==> config.mk <==
export PLATFORM = sky130hd
export DESIGN_NAME = islemci_denetim_flat
export DESIGN_NICKNAME = d
export VERILOG_FILES = /design/src/rtl/islemci_denetim_if.sv /design/src/rtl/islemci_denetim.sv /design/src/flat_wrapper.sv
export SDC_FILE = /design/constraint.sdc
export NUM_CORES = 1
export LEC_CHECK = 0
export ABC_AREA = 1
export CAP_MARGIN = 40
export CELL_PAD_IN_SITES_DETAIL_PLACEMENT = 0
export CELL_PAD_IN_SITES_GLOBAL_PLACEMENT = 1
export CORE_MARGIN = 2
export CORE_UTILIZATION = 30
export DETAILED_ROUTE_END_ITERATION = 16
export DONT_BUFFER_PORTS = 1
export PLACE_DENSITY = 0.63
export SLEW_MARGIN = 20
export SYNTH_ARGS = -nofsm -noshare
export SYNTH_HDL_FRONTEND = slang
export SYNTH_SLANG_ARGS = --single-unit
==> constraint.sdc <==
create_clock -name clk -period 3.2 [get_ports clk]
set_clock_uncertainty 0.2 [all_clocks]
set_input_delay 0.64 -clock clk [delete_from_list [all_inputs] [get_ports clk]]
set_output_delay 0.64 -clock clk [all_outputs]
set_load 0.05 [all_outputs]
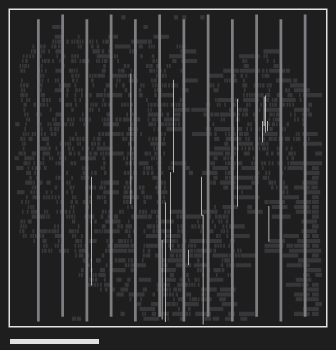
(met4 routing)
Bar = 50 µm. Supply wires on this layer in gray.
10 nets have wire on it. The layer holds 1.9% of the routed length.
total number of vias: 8353
Detailed Route WL: 30.2 mm

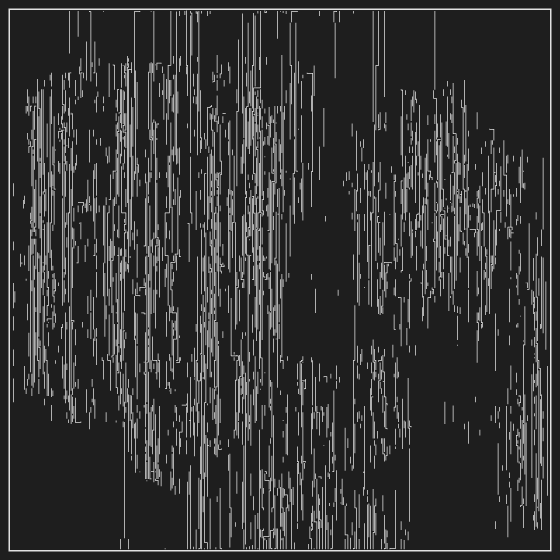
(met2 routing)
1100 nets have wire on it. The layer carries 13800 µm of wire. The longest straight run is 66.0 µm.
global routing met2 resource utilization: 31.9%

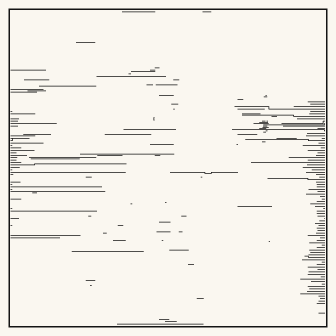
(met3 routing)
The layer holds 7.0% of the routed length. 157 nets have wire on it. The longest straight run is 64.2 µm.
met3 layer usage reported by global route: 4.60%

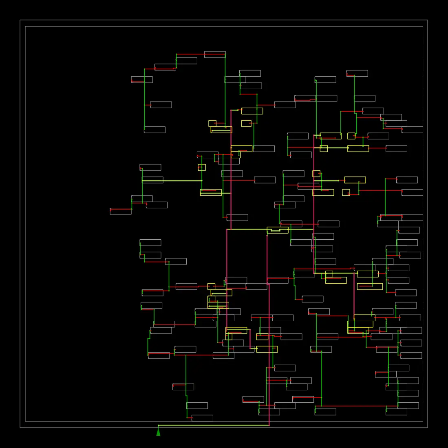
(clock nets)
Sinks on Clock Net: 117
flop count: 117

==> notes.md <==
run results: count of input and output buffers=0, violations in the final reports=hold timing, antenna violations before repair=0, worst path setup slack after routing=408 ps, number of synthesized register bits=117, part of the Yosys area used for sequential elements=32.7%, Least-Margin Pin Slew=672 ps, Max FO, Critical Path=46, Startpoint Class=register, drt first-iter violations=486, worst setup timing slack at the placement stage=161 ps, most frequent cell on the critical path=o21ai_0, final core area utilization=34.7%, maximum capacitance violations=0, placeable core area=29600 µm², outcome=finished with violations, Cells after Synth=1287, Switching Power=6610 µW, fp_density=30.3%, Final Max Tran Viols=0, number of iterations in the first detailed-routing pass=5, internal power contribution=4830 µW, worst path bufs/invs=1, setup violators final=0, TritonCTS clock tree=yes, count of flip-flops with a built-in enable after synthesis=0, reg2reg path depth=10, areal power density over the cells=1110 nW/µm², DPL Wire Length=24.0 mm, overall track demand over capacity in global routing=19.4%, headroom to the max-slew limit=55.2%, most frequent cells in the layout=nand2_1, inv_1, dfrtp_1, nor2_1, nand3_1, via count of the first global-routing pass=8286, total of warnings raised by yosys=0, overall die area=31300 µm², number of OpenROAD warnings=30, ordered cell list for the critical path=ha_1 > fa_1 > o21ai_0 > nand3_1 > nand2_1 > o21ai_4 > buf_4 > a21oi_1 > o21ai_0 > o21ai_0, wire length of the first global-routing pass=46.5 mm, RSZ-0062 raised after global routing=false, cells taking the most area after synthesis=dfrtp_1, nand2_1, inv_1, Yosys top cell area share=32.7%, start-to-end type of the worst setup path=reg -> reg, Slowest Stage Delay on Critical Path=510 ps, portion of total power attributed to combinational logic=53.3%, post-CTS setup buffers=0, slowest stage cell on the critical path=buf_4, net total in the final layout=1438, number of placement rows=63, gpl congestion=0.884, family of cells with the greatest summed delay on the critical path=adder cells, Tmin final=2790 ps, Die Span X=177 µm, root buf cell=clkbuf_16, worst hold path type=in -> async, share of total power in the clock network=17.2%, leading cell type by number of instances after synthesis=nand2_1, Sequential Power Share=29.5%, arrival time at the worst endpoint=2880 ps, Top Ports=213, switching fraction of total power=57.8%, relative area change from synthesis to final layout=14.6%, syn_nets=1399, total global routing overflow=0, Fin Hold WS=-291 ps, Chip Height=177 µm, number of cells in the yosys synthesis report=1287, clock buffer count from CTS=17, Dominant Register Cell=dfrtp_1, most used logic cell in the final layout=nand2_1, instance count on the critical path=10, clock insertion delay at the later pin of the skew report=420 ps, reg-to-reg setup timing slack=410 ps, fraction of layout instances using a drive strength above 1=13.4%, Cell Area, Placed=9660 µm², leakage power total=0.00504 µW, average cell area after synthesis=6.96 µm², required time of the critical path=3290 ps, buffer levels on the longest clock path=2, Routed WL per cell=17.4 µm, Post-synth top cells=nand2_1, inv_1, dfrtp_1, total count of hold-check failures in the final report=117, type of element capturing the critical path=register, ys async rst share=100%, antenna cell count=0, largest net degree at the start of global routing=118, highest attainable clock frequency=358 MHz
-- power by group through the flow --
| stage | registers (µW) | logic, µW | clock network [µW] |
|---|---|---|---|
| global placement | 3400 | 6070 | 0 |
| global route | 3440 | 6700 | 2100 |
| CTS | 3380 | 6120 | 2030 |
| detailed placement | 3400 | 6110 | 0 |
| floorplan | 4120 | 3880 | 0 |
| finish | 3370 | 6110 | 1970 |
-- cell families after synthesis --
kind of cell             share of synthesized area, %
multiplexers                                     4.02
adder cells (fa/ha/maj)                          4.97
flip-flops                                       32.7
AND-OR/OR-AND                                    9.19
buffers and inverters                            10.8
XOR/XNOR                                         4.01
AND/OR/NAND/NOR                                  34.3
-- layout make-up --
type	instances	area, µm²	area share, %
flip-flops and latches	117	2930	28.5
multi-input cells	951	5070	49.4
clock buffers	18	439	4.28
clock inverters	14	169	1.65
inverters	167	628	6.12
repair buffers	72	541	5.27
well taps	390	488	4.75
-- per-layer routing --
layer	vias to the layer above	global-route usage [%]	wire length, µm
li1	4224	-	-
met1	3846	25.2	13700
met2	246	31.9	13800
met3	37	4.60	2120
met4	0	5.58	563
met5	-	0	0
-- metrics by stage --
step / hold WS [ps] / power [µW] / cells
2_1_floorplan: 144 / 8000 / 1287
3_3_place_gp: 147 / 9470 / 1697
3_5_place_dp: 147 / 9510 / 1697
4_1_cts: -314 / 11500 / 1729
5_1_grt: -321 / 12200 / 1729
6_report: -291 / 11400 / 1729
Power is estimated from default activity; no workload was simulated.
